## src/rtl/fsm_alu_mc_if.sv

```systemverilog
// fsm_alu_mc_if: instruction/handshake bundle between the sequencing
// controller and its datapath.
//   insn, code     : current instruction and its one-hot opcode class
//   start, md_done : leave-IDLE request and mul/div result-valid pulse
//   load_*, sel_*, sub_sra, md_start, md_op, done, trap : controller outputs
// The controller connects via the slave modport; the datapath side via master.
interface fsm_alu_mc_if;
    logic [31:0] insn;
    logic [31:0] code;
    logic        start;
    logic        md_done;
    logic        load_pc;
    logic        load_regfile;
    logic        load_rs1;
    logic        load_rs2;
    logic        load_alu;
    logic        load_imm;
    logic        sel_alu_a;
    logic        sel_alu_b;
    logic        sel_alu_32b;
    logic        sub_sra;
    logic        md_start;
    logic [2:0]  md_op;
    logic        sel_wb_md;
    logic        done;
    logic        trap;

    modport master (
        output insn, code, start, md_done,
        input  load_pc, load_regfile, load_rs1, load_rs2, load_alu, load_imm,
               sel_alu_a, sel_alu_b, sel_alu_32b, sub_sra,
               md_start, md_op, sel_wb_md, done, trap
    );

    modport slave (
        input  insn, code, start, md_done,
        output load_pc, load_regfile, load_rs1, load_rs2, load_alu, load_imm,
               sel_alu_a, sel_alu_b, sel_alu_32b, sub_sra,
               md_start, md_op, sel_wb_md, done, trap
    );
endinterface

```

## src/rtl/fsm_alu_mc.sv

```systemverilog
// fsm_alu_mc: multi-cycle controller sequencing one ALU or mul/div
// instruction at a time: IDLE -> DECODE -> EXEC_R/EXEC_I (or MD_ISSUE ->
// MD_WAIT) -> WRITEBACK (WB_HOLD cycles) -> DONE, with TRAP for illegal or
// timed-out instructions.
// Ports:
//   clk  : clock, rising edge
//   rst  : synchronous active-high reset
//   bus  : fsm_alu_mc_if.slave (insn/code/start/md_done in, controls out)
// Parameters: XLEN (32|64), MD_TIMEOUT (1..255), WB_HOLD (1..4).
// Build option: define FSM_ALU_MULDIV_EN to include the mul/div path;
// without it mul/div encodings trap and md_start/md_op/sel_wb_md stay 0.
module fsm_alu_mc #(
    parameter int unsigned XLEN       = 64,
    parameter int unsigned MD_TIMEOUT = 64,
    parameter int unsigned WB_HOLD    = 1
) (
    input  logic        clk,
    input  logic        rst,
    fsm_alu_mc_if.slave bus
);
    // 32-bit word ops exist only on a 64-bit datapath
    localparam bit         W_OK    = (XLEN != 32);
    localparam logic [1:0] WB_LAST = 2'(WB_HOLD - 1);
`ifdef FSM_ALU_MULDIV_EN
    localparam logic [7:0] MD_LAST = 8'(MD_TIMEOUT - 1);
`endif

    typedef enum logic [3:0] {
        S_IDLE,
        S_DECODE,
        S_EXEC_R,
        S_EXEC_I,
`ifdef FSM_ALU_MULDIV_EN
        S_MD_ISSUE,
        S_MD_WAIT,
`endif
        S_WRITEBACK,
        S_DONE,
        S_TRAP
    } state_e;

    state_e     state_q, state_d;
    logic [1:0] wb_cnt_q, wb_cnt_d;
    logic       sel_wb_md_q, sel_wb_md_d;
`ifdef FSM_ALU_MULDIV_EN
    logic [7:0] md_cnt_q, md_cnt_d;
`endif

    logic       load_pc, load_regfile, load_rs1, load_rs2, load_alu, load_imm;
    logic       sel_alu_a, sel_alu_b, sel_alu_32b, sub_sra;
    logic       md_start, sel_wb_md, done, trap;
    logic [2:0] md_op;

    logic       is_r, is_w, is_md;

    assign is_r  = bus.code[12] | bus.code[14];
    assign is_w  = bus.code[6]  | bus.code[14];
    assign is_md = is_r & (bus.insn[31:25] == 7'b0000001);

    always_comb begin
        state_d      = state_q;
        wb_cnt_d     = '0;
        sel_wb_md_d  = 1'b0;
`ifdef FSM_ALU_MULDIV_EN
        md_cnt_d     = '0;
`endif
        load_pc      = 1'b0;
        load_regfile = 1'b0;
        load_rs1     = 1'b0;
        load_rs2     = 1'b0;
        load_alu     = 1'b0;
        load_imm     = 1'b0;
        sel_alu_a    = 1'b0;
        sel_alu_b    = 1'b0;
        sel_alu_32b  = 1'b0;
        sub_sra      = 1'b0;
        md_start     = 1'b0;
        md_op        = '0;
        sel_wb_md    = 1'b0;
        done         = 1'b0;
        trap         = 1'b0;

        case (state_q)
            S_IDLE: begin
                if (bus.start) state_d = S_DECODE;
            end
            S_DECODE: begin
                load_rs1 = 1'b1;
                load_rs2 = 1'b1;
                load_imm = 1'b1;
                if (!W_OK && is_w) begin
                    state_d = S_TRAP;
                end else if (is_md) begin
`ifdef FSM_ALU_MULDIV_EN
                    state_d = S_MD_ISSUE;
`else
                    state_d = S_TRAP;
`endif
                end else if (is_r) begin
                    state_d = S_EXEC_R;
                end else begin
                    state_d = S_EXEC_I;
                end
            end
            S_EXEC_R: begin
                load_alu    = 1'b1;
                sub_sra     = bus.insn[30];
                sel_alu_32b = bus.code[14] & W_OK;
                state_d     = S_WRITEBACK;
            end
            S_EXEC_I: begin
                load_alu    = 1'b1;
                sel_alu_b   = 1'b1;
                sel_alu_a   = bus.code[5];
                // insn[30] selects SRA only for the shift-right immediate form
                sub_sra     = bus.insn[30] & (bus.insn[14:12] == 3'b101);
                sel_alu_32b = bus.code[6] & W_OK;
                state_d     = S_WRITEBACK;
            end
`ifdef FSM_ALU_MULDIV_EN
            S_MD_ISSUE: begin
                md_start    = 1'b1;
                md_op       = bus.insn[14:12];
                sel_alu_32b = bus.code[14] & W_OK;
                state_d     = S_MD_WAIT;
            end
            S_MD_WAIT: begin
                md_op = bus.insn[14:12];
                // a result arriving on the final allowed cycle still wins
                if (bus.md_done) begin
                    sel_wb_md_d = 1'b1;
                    state_d     = S_WRITEBACK;
                end else if (md_cnt_q == MD_LAST) begin
                    state_d = S_TRAP;
                end else begin
                    md_cnt_d = md_cnt_q + 8'd1;
                end
            end
`endif
            S_WRITEBACK: begin
                load_regfile = 1'b1;
                sel_wb_md    = sel_wb_md_q;
                sel_wb_md_d  = sel_wb_md_q;
                if (wb_cnt_q == WB_LAST) begin
                    load_pc = 1'b1;
                    state_d = S_DONE;
                end else begin
                    wb_cnt_d = wb_cnt_q + 2'd1;
                end
            end
            S_DONE: begin
                done    = 1'b1;
                state_d = S_IDLE;
            end
            S_TRAP: begin
                trap    = 1'b1;
                state_d = S_IDLE;
            end
            default: state_d = S_IDLE;
        endcase
    end

    always_ff @(posedge clk) begin
        if (rst) begin
            state_q     <= S_IDLE;
            wb_cnt_q    <= '0;
            sel_wb_md_q <= 1'b0;
`ifdef FSM_ALU_MULDIV_EN
            md_cnt_q    <= '0;
`endif
        end else begin
            state_q     <= state_d;
            wb_cnt_q    <= wb_cnt_d;
            sel_wb_md_q <= sel_wb_md_d;
`ifdef FSM_ALU_MULDIV_EN
            md_cnt_q    <= md_cnt_d;
`endif
        end
    end

    assign bus.load_pc      = load_pc;
    assign bus.load_regfile = load_regfile;
    assign bus.load_rs1     = load_rs1;
    assign bus.load_rs2     = load_rs2;
    assign bus.load_alu     = load_alu;
    assign bus.load_imm     = load_imm;
    assign bus.sel_alu_a    = sel_alu_a;
    assign bus.sel_alu_b    = sel_alu_b;
    assign bus.sel_alu_32b  = sel_alu_32b;
    assign bus.sub_sra      = sub_sra;
    assign bus.md_start     = md_start;
    assign bus.md_op        = md_op;
    assign bus.sel_wb_md    = sel_wb_md;
    assign bus.done         = done;
    assign bus.trap         = trap;

    // Instruction/class bits this controller does not decode
    logic unused_inputs;
`ifdef FSM_ALU_MULDIV_EN
    assign unused_inputs = ^{bus.insn[24:15], bus.insn[11:0], bus.code[31:15],
                             bus.code[13], bus.code[11:7], bus.code[4:0]};
`else
    assign unused_inputs = ^{bus.insn[24:15], bus.insn[11:0], bus.code[31:15],
                             bus.code[13], bus.code[11:7], bus.code[4:0],
                             bus.md_done};
`endif
endmodule

```

## src/flat_wrapper.sv

```systemverilog
// flat-port wrapper written by rule: the top's interface ports become plain ports
module fsm_alu_mc_flat 
#(
    parameter int unsigned XLEN       = 64,
    parameter int unsigned MD_TIMEOUT = 64,
    parameter int unsigned WB_HOLD    = 1
)
  (clk, rst, bus_insn, bus_code, bus_start, bus_md_done, bus_load_pc, bus_load_regfile, bus_load_rs1, bus_load_rs2, bus_load_alu, bus_load_imm, bus_sel_alu_a, bus_sel_alu_b, bus_sel_alu_32b, bus_sub_sra, bus_md_start, bus_md_op, bus_sel_wb_md, bus_done, bus_trap);
  fsm_alu_mc_if bus_i ();
  input  logic clk;
  input  logic rst;
  input wire logic [$bits(bus_i.insn)-1:0] bus_insn;
  input wire logic [$bits(bus_i.code)-1:0] bus_code;
  input wire logic [$bits(bus_i.start)-1:0] bus_start;
  input wire logic [$bits(bus_i.md_done)-1:0] bus_md_done;
  output wire logic [$bits(bus_i.load_pc)-1:0] bus_load_pc;
  output wire logic [$bits(bus_i.load_regfile)-1:0] bus_load_regfile;
  output wire logic [$bits(bus_i.load_rs1)-1:0] bus_load_rs1;
  output wire logic [$bits(bus_i.load_rs2)-1:0] bus_load_rs2;
  output wire logic [$bits(bus_i.load_alu)-1:0] bus_load_alu;
  output wire logic [$bits(bus_i.load_imm)-1:0] bus_load_imm;
  output wire logic [$bits(bus_i.sel_alu_a)-1:0] bus_sel_alu_a;
  output wire logic [$bits(bus_i.sel_alu_b)-1:0] bus_sel_alu_b;
  output wire logic [$bits(bus_i.sel_alu_32b)-1:0] bus_sel_alu_32b;
  output wire logic [$bits(bus_i.sub_sra)-1:0] bus_sub_sra;
  output wire logic [$bits(bus_i.md_start)-1:0] bus_md_start;
  output wire logic [$bits(bus_i.md_op)-1:0] bus_md_op;
  output wire logic [$bits(bus_i.sel_wb_md)-1:0] bus_sel_wb_md;
  output wire logic [$bits(bus_i.done)-1:0] bus_done;
  output wire logic [$bits(bus_i.trap)-1:0] bus_trap;
  assign bus_i.insn = bus_insn;
  assign bus_i.code = bus_code;
  assign bus_i.start = bus_start;
  assign bus_i.md_done = bus_md_done;
  assign bus_load_pc = bus_i.load_pc;
  assign bus_load_regfile = bus_i.load_regfile;
  assign bus_load_rs1 = bus_i.load_rs1;
  assign bus_load_rs2 = bus_i.load_rs2;
  assign bus_load_alu = bus_i.load_alu;
  assign bus_load_imm = bus_i.load_imm;
  assign bus_sel_alu_a = bus_i.sel_alu_a;
  assign bus_sel_alu_b = bus_i.sel_alu_b;
  assign bus_sel_alu_32b = bus_i.sel_alu_32b;
  assign bus_sub_sra = bus_i.sub_sra;
  assign bus_md_start = bus_i.md_start;
  assign bus_md_op = bus_i.md_op;
  assign bus_sel_wb_md = bus_i.sel_wb_md;
  assign bus_done = bus_i.done;
  assign bus_trap = bus_i.trap;
  fsm_alu_mc #(.XLEN(XLEN), .MD_TIMEOUT(MD_TIMEOUT), .WB_HOLD(WB_HOLD)) u_core (.clk(clk), .rst(rst), .bus(bus_i));
endmodule
```

## config.mk

```make
export PLATFORM = sky130hd
export DESIGN_NAME = fsm_alu_mc_flat
export DESIGN_NICKNAME = d
export VERILOG_FILES = /design/src/rtl/fsm_alu_mc_if.sv /design/src/rtl/fsm_alu_mc.sv /design/src/flat_wrapper.sv
export SDC_FILE = /design/constraint.sdc
export NUM_CORES = 1
export LEC_CHECK = 0
export CAP_MARGIN = 10
export CORE_MARGIN = 2
export CORE_UTILIZATION = 19
export DETAILED_ROUTE_END_ITERATION = 10
export GPL_TIMING_DRIVEN = 1
export HOLD_SLACK_MARGIN = 0.02
export PLACE_DENSITY = 0.83
export SYNTH_ARGS = -nofsm -noshare
export SYNTH_HDL_FRONTEND = slang
export SYNTH_SLANG_ARGS = --single-unit
```

## constraint.sdc

```tcl
create_clock -name clk -period 1.8 [get_ports clk]
set_input_delay 0.27 -clock clk [delete_from_list [all_inputs] [get_ports clk]]
set_output_delay 0.27 -clock clk [all_outputs]
set_load 0.02 [all_outputs]
```

### Signal wires on met1, run 1

(10 px per um) Supply wires on this layer in gray. Cells faint in the background.
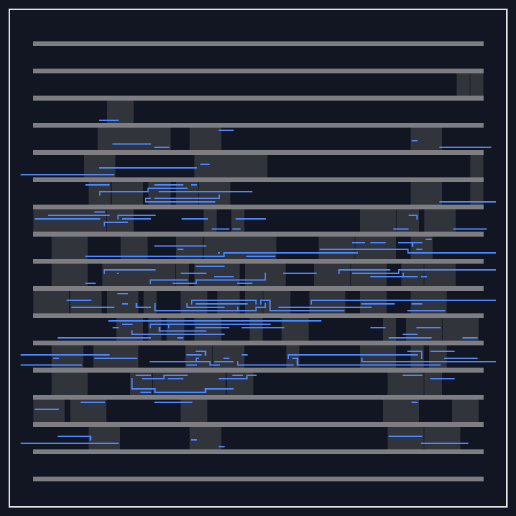
share of all routed wire: 46%
nets with wire on the layer: 76
main direction: horizontal
longest straight run: 21.2 um
wire length on this layer: 541 um
GRT met1 Usage: 0.124
Via Count: 460

### M2 wires, run 1

(10 px per um)
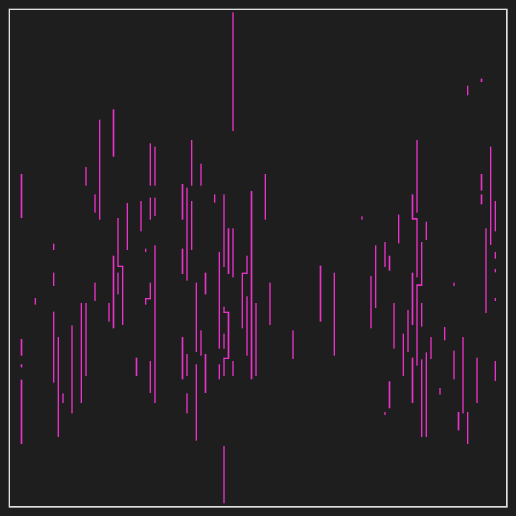
nets with wire on the layer: 90
share of all routed wire: 39%
WL final: 1180 um
met2 Use GR: 0.160

### Signal wires on met3, run 1

(12 px per um) Cells faint in the background.
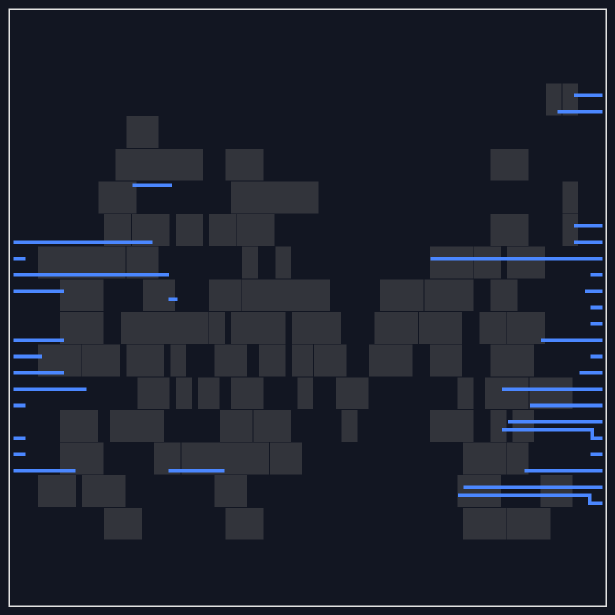
longest straight run: 14.0 um
main direction: horizontal
nets with wire on the layer: 33
share of all routed wire: 13%
wire length on this layer: 153 um
met3 usage: 0.0364

==> deck_impl_summary.md, run 1 <==
Flow Results at a Glance

Timing
  – Setup-failing EPs final: 0
  – Setup_tns: 0 ns
  – Clk_skew: 0.00111 ns
  – Fmax: about 0.59 GHz
  – Final hold violation count: 0
  – Count of final max-slew check failures: 0
  – Fin crit share: 0.945
  – Tmin final: 1.70 ns
  – Unrepaired setup endpoints after global routing: false

Cells and area
  – Fin nets: 153
  – Post-route insts no fill: 109
  – Layout area overhead: 86.4%
  – ANT cells: 0
  – Layout cell share with drive strength beyond 1: 0.171

Clocking
  – Worst-path clk slew: 0.05 ns
  – TritonCTS Sinks: 6
  – Clk root buf: clkbuf_4
  – CTS H-Tree Depth: 1
  – Clock latency on the worst-skew pair: 0.25 ns
  – Clock Tree Buf Depth: 2
  – Post-CTS Setup Bufs: 0
  – CTS tree: done
  – Cts hold-fix bufs: 0
  – CTS Buf Count: 3
  – Post-CTS sizing: 12

Yosys
  – Mapped cell area: 395 um2
  – Sequential element share of the synthesized area: 0.304
  – # Cells Yosys: 47
  – Post-Syn Area per Cell: approximately 8.4 um2
  – Cell taking the most area after synthesis: dfxtp_1
  – Yosys warns: 0
  – Unique cell types: 24
  – YS chip area: 395 um2
  – Yosys reg bits: 6
  – Post-synth top area share: 0.304
  – Cell area leaders: dfxtp_1 (30%), buf_4 (11%), and2_1 (4.7%)
  – Syn Inst Count: ~47

Place
  – Placed cells: 106
  – # port buffers: 29
  – RePlAce Congestion: 0.742
  – DP HPWL: 989 um

Route
  – Wirelength per Cell: 10.8 um
  – Detailed-route DRC error count: 0
  – Initial DRC count: 5
  – Average vias per placed instance: 4.22
  – Total iterations of the first detailed-routing run: 3
  – Antenna Nets Post-Route: 0

Critical path
  – CP Data Arrival Time: between 1 and 1.5 ns
  – Worst setup SP type: flip-flop
  – Crit path max fanout: 5
  – Crit. End Element: output port
  – Crit path kind: reg -> out
  – CP Data Required Time: 1.53 ns

Flow run
  – Log Warnings: 77
  – Max-Cap Viols: 0

Die
  – Die Wd: 49.6 um
  – Initial Util: 0.202
  – Chip Footprint: 0.00246 mm2
  – FP Rows: 16
  – Core Box Area: 0.00196 mm2
  – Top-Level Pins: about 85
  – Die y size: a little under 50 um

Power
  – Power per cell area: 548 mW/mm2
  – VDD IR-drop max: 0.000323 V
  – Leakage: 0.359 nW

Global routing
  – Antenna violations before repair: 0
  – First-pass GRT wire length: 1970 um
  – Vias in the first global route: 481
  – Pin count of the biggest net entering global routing: 8
  – Tot GR Track Use: 0.105
  – Grt ovf: 0

Run status
  – Outcome: finished, final reports clean

Min path
  – Hold crit path type: reg -> reg
-- run 1: kinds of logic after synthesis --
logic type | share of synthesized area
AND-OR/OR-AND | 0.0886
buffers and inverters | 0.152
other | 0.00948
multiplexers | 0.0253
AND/OR/NAND/NOR | 0.389
flip-flops | 0.304
adder cells (fa/ha/maj) | 0.0316
-- run 1: synthesized netlist by cell type --
cell	instances
nor2b_1	2
nor2_1	3
inv_2	1
nor4b_1	2
a21oi_1	2
or2b_4	1
nand2_1	2
inv_1	3
or4_4	1
a21boi_0	1
and2_1	3
nor3b_1	2
mux2i_1	1
nor3_2	1
conb_1	1
o2bb2ai_1	1
buf_4	6
ha_1	1
nand3b_1	2
nor4_1	1
and3_1	2
dfxtp_1	6
a2111oi_0	1
nor3_1	1
-- run 1: flip-flops by register name, indices dropped and copies added, names as in the netlist --
name / count
u_core.sel_wb_md_q: 1
u_core.state_q: 3
u_core.wb_cnt_q: 2
-- run 1: area by class of cell --
| type | instances | area [um2] |
|---|---|---|
| well taps | 27 | 33.8 |
| repair buffers | 35 | 319 |
| multi-input cells | 34 | 226 |
| inverters | 4 | 15.0 |
| flip-flops and latches | 6 | 120 |
| fillers | 229 | 1220 |
| clock buffers | 3 | 22.5 |
-- run 1: critical path: stages (launching register included) --
cell and delay [ns]:
dfxtp_1 0.35, nor2b_1 0.20, buf_4 0.15, and3_1 0.15, dlygate4sd2_1 0.33
-- run 1: placed cells by master (no fill, tap or decap), drive strengths merged --
cell type,n
or4,1
dlygate4sd2,11
a21oi,2
buf,6
or2b,1
nand3b,2
nand2,2
clkdlybuf4s50,16
dfxtp,6
nor2b,2
mux2i,1
and2,3
ha,1
o2bb2ai,1
nor2,3
a2111oi,1
nor3,2
a21boi,1
dlymetal6s2s,1
nor3b,2
inv,4
conb,4
nor4,1
clkbuf,4
and3,2
nor4b,2
-- run 1: per-layer routing --
layer	vias to the layer above	track usage	wire, um	part of all wire
met1	197	0.124	541	0.46
met3	3	0.0364	153	0.13
met5	-	0	0	0
li1	225	-	-	-
met2	35	0.160	458	0.39
met4	0	0.0694	23	0.020
-- run 1: per-stage QoR --
step                utilization  hold WS, ns  setup slack, ns  power, mW  instance area [um2]
global route              0.376        0.444         0.000287      0.424                  737
floorplan                     -        0.346            0.216      0.217                  407
global placement          0.372        0.405          -0.0304      0.285                  731
finish                    0.376        0.430           0.0982      0.404                  737
CTS                       0.376        0.431           0.0300      0.414                  738
detailed placement        0.372        0.425          -0.0395      0.289                  731
-- run 1: report_power, final --
group	total (mW)	switching, mW	internal, mW
logic	0.131	0.0614	0.0698
registers	0.144	0.00543	0.139
clock network	0.128	0.0528	0.0757
total	0.404	0.120	0.284
-- run 1: path summary, 6_finish.rpt --
kind,startpoint,depth (start not counted),to,slack [ns]
hold reg to reg,u_core.wb_cnt_q[0],1,u_core.wb_cnt_q[0],0.43
hold / removal,u_core.wb_cnt_q[0],1,u_core.wb_cnt_q[0],0.43
setup / recovery,u_core.state_q[1],4,bus_sel_alu_a,0.1
setup reg to reg,u_core.wb_cnt_q[0],4,u_core.state_q[0],0.73
### Clock wires, drivers and flops, run 1

(6 px per um)
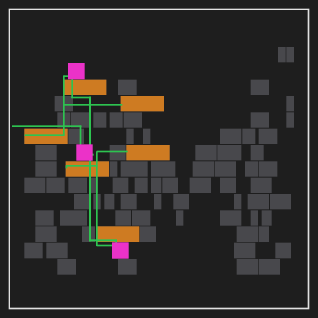

--- run 2 (diff from run 1) ---
--- a/config.mk
+++ b/config.mk
@@ -11,6 +11,7 @@
 export DETAILED_ROUTE_END_ITERATION = 10
 export GPL_TIMING_DRIVEN = 1
 export HOLD_SLACK_MARGIN = 0.02
+export MAX_ROUTING_LAYER = met4
 export PLACE_DENSITY = 0.83
 export SYNTH_ARGS = -nofsm -noshare
 export SYNTH_HDL_FRONTEND = slang
### Clock wires, drivers and flops, run 2

(6 px per um)
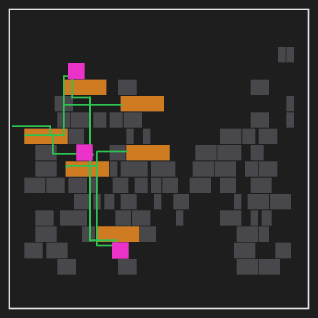
[clock drivers] magenta | count: 3
[clock wires] green | length: 112 um
[flip-flops] orange | count: 6
routed clock nets: 4
clock latency on the worst-skew pair: 0.25 ns
clk_skew: 0.00108 ns
clock power share: 0.318
clock group power: 0.128 mW

### Signal wires on met1, run 2

(10 px per um) Supply wires on this layer in gray. Cells faint in the background.
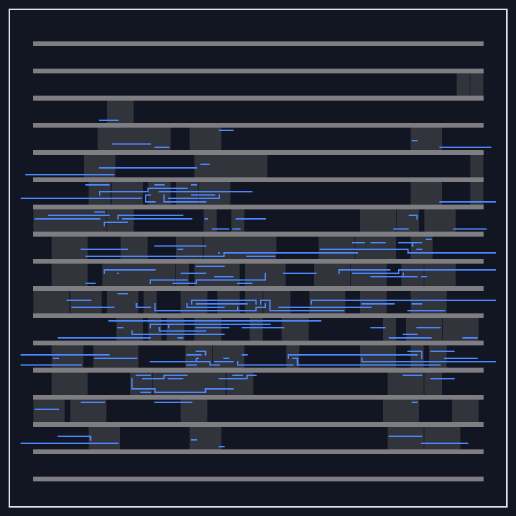
longest straight run: 21.2 um
main direction: horizontal
nets with wire on the layer: 78
share of all routed wire: 47%
GRT met1 Usage: 0.126

==> deck_impl_summary.md, run 2 <==
Flow Results at a Glance

Critical path
  – CP Data Arrival Time: roughly 1.4 ns
  – Critical Path Start: u_core.state_q[1]
  – Reg2reg end: u_core.state_q[0]
  – Crit path kind: reg -> out
  – CP Data Required Time: 1.53 ns
  – Worst r2r src: u_core.wb_cnt_q[0]
  – Crit path max fanout: 5
  – Crit. End Element: output port
  – R2r setup slk: 0.72 ns
  – Cells on worst reg2reg path: 4
  – Worst setup SP type: flip-flop

Route
  – Average vias per placed instance: 4.22
  – WL final: 1180 um
  – Wirelength per Cell: 10.8 um
  – Via Count: roughly 460
  – Antenna Nets Post-Route: 0
  – Detailed-route DRC error count: 0
  – Total iterations of the first detailed-routing run: 3
  – Initial DRC count: 5

Yosys
  – Commonest flop: dfxtp_1
  – Cell taking the most area after synthesis: dfxtp_1
  – # Cells Yosys: 47
  – Post-Syn Area per Cell: 8.41 um2
  – Top cells by count: buf_4 (6), dfxtp_1 (6), and2_1 (3), inv_1 (3), nor2_1 (3)
  – Unique cell types: 24
  – Post-synth EDFFs: 0
  – Sequential element share of the synthesized area: 0.304
  – YS chip area: 395 um2
  – Yosys warns: 0
  – Syn Inst Count: between 40 and 50
  – Async set or reset register ratio after synthesis: 0
  – Mapped cell area: 395 um2
  – Post-synth top area share: 0.304
  – Cell area leaders: dfxtp_1 (30%), buf_4 (11%), and2_1 (4.7%)
  – Yosys reg bits: 6

Power
  – VDD IR-drop max: approximately 0.00032 V
  – Power per cell area: 548 mW/mm2
  – Total Power: around 0.40 mW
  – Leakage: 0.359 nW

Cells and area
  – Largest regs: u_core.state_q x3, u_core.wb_cnt_q x2, u_core.sel_wb_md_q x1
  – Largest reg by FF count: u_core.state_q
  – Fin area: 737 um2
  – FILL cells: 229
  – Post-route insts no fill: 109
  – ANT cells: 0
  – Layout cell share with drive strength beyond 1: 0.171
  – Commonest Layout Cell: clkdlybuf4s50_1
  – Fin nets: 153
  – Max reg flops: 3
  – Layout area overhead: 86.4%
  – Fin util: 0.376
  – Top Layout Cells: clkdlybuf4s50_1 (16), dlygate4sd2_1 (11), buf_4 (6), dfxtp_1 (6), conb_1 (4)

Min path
  – Worst hold endpoint: u_core.wb_cnt_q[0]
  – Hold crit path type: reg -> reg
  – Hold wc startpoint: u_core.wb_cnt_q[0]
  – Hold Path Stages: 1

Global routing
  – Met2 Use GR: 0.160
  – First-pass GRT wire length: 1970 um
  – Grt ovf: 0
  – Pin count of the biggest net entering global routing: 8
  – Global routing's busiest layer: met2
  – Met3 usage: 0.0333
  – Vias in the first global route: 480
  – Antenna violations before repair: 0
  – Tot GR Track Use: 0.108

Timing
  – Worst setup margin: 0.0983 ns
  – Setup-failing EPs final: 0
  – Hold WS: 0.430 ns
  – Unrepaired setup endpoints after global routing: false
  – Fin crit share: 0.945
  – Setup_tns: 0 ns
  – Final hold violation count: 0
  – Fmax: 0.588 GHz
  – Tmin final: 1.70 ns
  – Count of final max-slew check failures: 0

Clocking
  – Worst-path clk slew: 0.05 ns
  – Clock Tree Buf Depth: 2
  – Clk root buf: clkbuf_4
  – TritonCTS Sinks: 6
  – CTS Buf Count: 3
  – Cts hold-fix bufs: 0
  – CTS H-Tree Depth: 1
  – CTS tree: done

Die
  – FP Rows: 16
  – Initial Util: 0.202
  – Chip Footprint: 0.00246 mm2
  – Die y size: between 40 and 50 um
  – Top-Level Pins: ~85
  – Die Wd: roughly 50 um
  – Core Box Area: between 0.0015 and 0.002 mm2

Place
  – DP Area: 731 um2
  – # port buffers: 29
  – RePlAce Congestion: 0.751
  – Placed cells: between 100 and 150
  – Place WS: -0.0395 ns
  – DP HPWL: a little under 1000 um

Flow run
  – Max-Cap Viols: 0
  – Log Warnings: 77

Run status
  – Outcome: finished, final reports clean
==> run 2: cell counts after synthesis <==
No cell type changed its count.
==> run 2: worst max path at each step <==
stage	to	slack, ns	depth (start not counted)
6_report	bus_sel_alu_a	0.1	4
5_1_grt	bus_load_rs1	0.0003	3
4_1_cts	bus_trap	0.03	3
3_5_place_dp	bus_sub_sra	-0.04	4
3_3_place_gp	bus_sub_sra	-0.03	4
2_1_floorplan	bus_sub_sra	0.22	3
==> run 2: timing repair <==
action                     4_1_cts  5_1_grt
buffers inserted                 0        0
setup endpoints to repair       12        2
resized                         12        3
==> run 2: logic make-up (layout without fill, tap and decap cells) <==
| kind of cell | after synthesis | after routing | synth area share |
|---|---|---|---|
| AND/OR/NAND/NOR | 23 | 23 | 0.389 |
| buffers and inverters | 10 | 42 | 0.152 |
| flip-flops | 6 | 6 | 0.304 |
| AND-OR/OR-AND | 5 | 5 | 0.0886 |
| adder cells (fa/ha/maj) | 1 | 1 | 0.0316 |
| other | 1 | 4 | 0.00948 |
| multiplexers | 1 | 1 | 0.0253 |
==> run 2: layer usage <==
layer / wire length [um] / part of all wire
met1: 558 / 0.47
met4: 23 / 0.020
met3: 136 / 0.12
met2: 457 / 0.39
met5: 0 / 0
==> run 2: where the power goes <==
part / switching, mW / internal [mW] / leakage [nW] / total (mW)
sequential: 0.00543 / 0.139 / 0.0488 / 0.144
combinational: 0.0614 / 0.0698 / 0.297 / 0.131
clock: 0.0527 / 0.0757 / 0.0138 / 0.128
total: 0.119 / 0.284 / 0.359 / 0.404
==> run 2: area by class of cell <==
cell class	count	area, um2	area share
well taps	27	33.8	0.0458
flip-flops and latches	6	120	0.163
clock buffers	3	22.5	0.0306
inverters	4	15.0	0.0204
multi-input cells	34	226	0.307
repair buffers	35	319	0.433
==> run 2: critical path, cell delays in order (launching register included) <==
cell and delay (ns):
dfxtp_1 0.35, nor2b_1 0.20, buf_4 0.15, and3_1 0.15, dlygate4sd2_1 0.33
--- run 3 (diff from run 2) ---
--- a/config.mk
+++ b/config.mk
@@ -9,7 +9,6 @@
 export CORE_MARGIN = 2
 export CORE_UTILIZATION = 19
 export DETAILED_ROUTE_END_ITERATION = 10
-export GPL_TIMING_DRIVEN = 1
 export HOLD_SLACK_MARGIN = 0.02
 export MAX_ROUTING_LAYER = met4
 export PLACE_DENSITY = 0.83
### Clock wires, drivers and flops, run 3

(6 px per um)
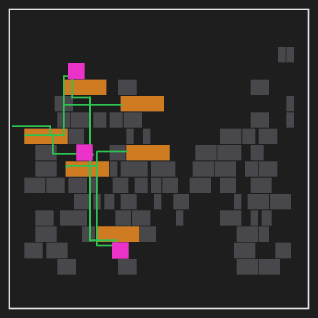
[clock wires] green | length: 112 um
[flip-flops] orange | count: 6
[clock drivers] magenta | count: 3
routed clock nets: 4

==> deck_impl_summary.md, run 3 <==
Flow Results at a Glance

Run status
  – Outcome: finished, final reports clean

Global routing
  – First-pass GRT wire length: 1970 um
  – Pin count of the biggest net entering global routing: 8
  – Tot GR Track Use: 0.108
  – GRT met1 Usage: 0.126
  – Vias in the first global route: 480
  – Met3 usage: 0.0333

Die
  – FP Rows: 16
  – Top-Level Pins: 85
  – Initial Util: 0.202
  – Die Wd: roughly 50 um

Timing
  – Fmax: between 0.5 and 0.6 GHz
  – Unrepaired setup endpoints after global routing: false
  – Fin crit share: 0.945
  – Worst setup margin: 0.0983 ns
  – Tmin final: 1.70 ns
  – Clk_skew: about 0.0011 ns
  – Final hold violation count: 0

Power
  – Leakage: about 0.36 nW
  – Total Power: 0.404 mW
  – Power per cell area: 548 mW/mm2
  – VDD IR-drop max: 0.000323 V

Yosys
  – YS chip area: 395 um2
  – Sequential element share of the synthesized area: 0.304
  – Post-synth EDFFs: 0
  – Commonest flop: dfxtp_1
  – Async set or reset register ratio after synthesis: 0
  – Yosys warns: 0
  – # Cells Yosys: around 47
  – Cell area leaders: dfxtp_1 (30%), buf_4 (11%), and2_1 (4.7%)
  – Cell taking the most area after synthesis: dfxtp_1
  – Top cells by count: buf_4 (6), dfxtp_1 (6), and2_1 (3), inv_1 (3), nor2_1 (3)
  – Post-synth top area share: 0.304
  – Mapped cell area: 395 um2
  – Post-Syn Area per Cell: 8.41 um2

Critical path
  – CP Data Arrival Time: 1.43 ns
  – Crit path max fanout: 5
  – CP peak stage delay: 0.35 ns
  – Worst path bufs/invs: 2
  – Worst r2r src: u_core.wb_cnt_q[0]
  – Crit path kind: reg -> out
  – Critical Path Start: u_core.state_q[1]
  – CP Cell Sequence: nor2b_1 > buf_4 > and3_1 > dlygate4sd2_1
  – Worst setup SP type: flip-flop

Clocking
  – Clk root buf: clkbuf_4
  – CTS Buf Count: 3
  – Clock Tree Buf Depth: 2
  – Clock latency on the worst-skew pair: 0.25 ns
  – Cts hold-fix bufs: 0
  – CTS tree: done
  – CTS H-Tree Depth: 1

Place
  – Place WS: -0.0395 ns
  – DP Area: between 700 and 800 um2
  – Placed cells: 106

Cells and area
  – Fin nets: between 150 and 200
  – Fin util: 0.376
  – Max reg flops: 3
  – Largest regs: u_core.state_q x3, u_core.wb_cnt_q x2, u_core.sel_wb_md_q x1
  – Fin area: 737 um2
  – ANT cells: 0
  – Layout cell share with drive strength beyond 1: 0.171
  – Commonest Layout Cell: clkdlybuf4s50_1
  – Largest reg by FF count: u_core.state_q

Route
  – Detailed-route DRC error count: 0
  – Antenna Nets Post-Route: 0
  – Initial DRC count: 5
  – Total iterations of the first detailed-routing run: 3

Flow run
  – Log Warnings: between 70 and 80

Min path
  – Hold crit path type: reg -> reg
  – Hold wc startpoint: u_core.wb_cnt_q[0]
### Signal wires on met1, run 3

(10 px per um) Supply wires on this layer in gray. Cells faint in the background.
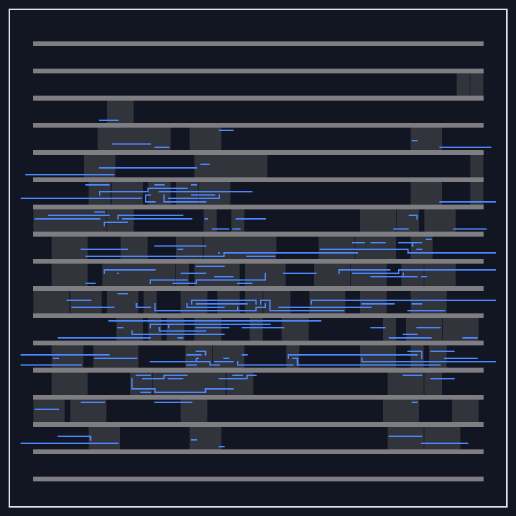
wire length on this layer: 559 um
main direction: horizontal
nets with wire on the layer: 78
longest straight run: 21.2 um

run 3: cell counts after synthesis:
No cell type changed its count.
run 3: layout make-up:
type                       count  area [um2]
timing repair buffer          35         319
inverter                       4        15.0
multi-input combinational     34         226
sequential                     6         120
clock buffer                   3        22.5
tap                           27        33.8
fill                         229        1220
run 3: final timing paths:
kind | slack (ns) | endpoint | cells after the start
setup / recovery | 0.1 | bus_sel_alu_a | 4
setup reg to reg | 0.72 | u_core.state_q[0] | 4
hold reg to reg | 0.43 | u_core.wb_cnt_q[0] | 1
hold / removal | 0.43 | u_core.wb_cnt_q[0] | 1
run 3: what timing repair did:
item                       CTS  global route
resized                     12             3
setup endpoints to repair   12             2
buffers inserted             0             0
run 3: report_power, final:
| group | internal [mW] | leakage (nW) | switching (mW) | total [mW] |
|---|---|---|---|---|
| combinational | 0.0698 | 0.297 | 0.0614 | 0.131 |
| clock | 0.0757 | 0.0138 | 0.0527 | 0.128 |
| sequential | 0.139 | 0.0488 | 0.00543 | 0.144 |
| total | 0.284 | 0.359 | 0.119 | 0.404 |
run 3: kinds of logic after synthesis:
group / after synthesis / synth area share
other: 1 / 0.00948
DFF: 6 / 0.304
buffers and inverters: 10 / 0.152
adders and majority gates: 1 / 0.0316
AOI/OAI and AO/OA: 5 / 0.0886
muxes: 1 / 0.0253
and+or+nand+nor: 23 / 0.389
run 3: metal layers:
layer	vias up	part of all wire
met4	0	0.020
met2	35	0.39
met3	3	0.12
met1	196	0.47
met5	-	0
li1	226	-
Power and IR drop assume default switching activity.
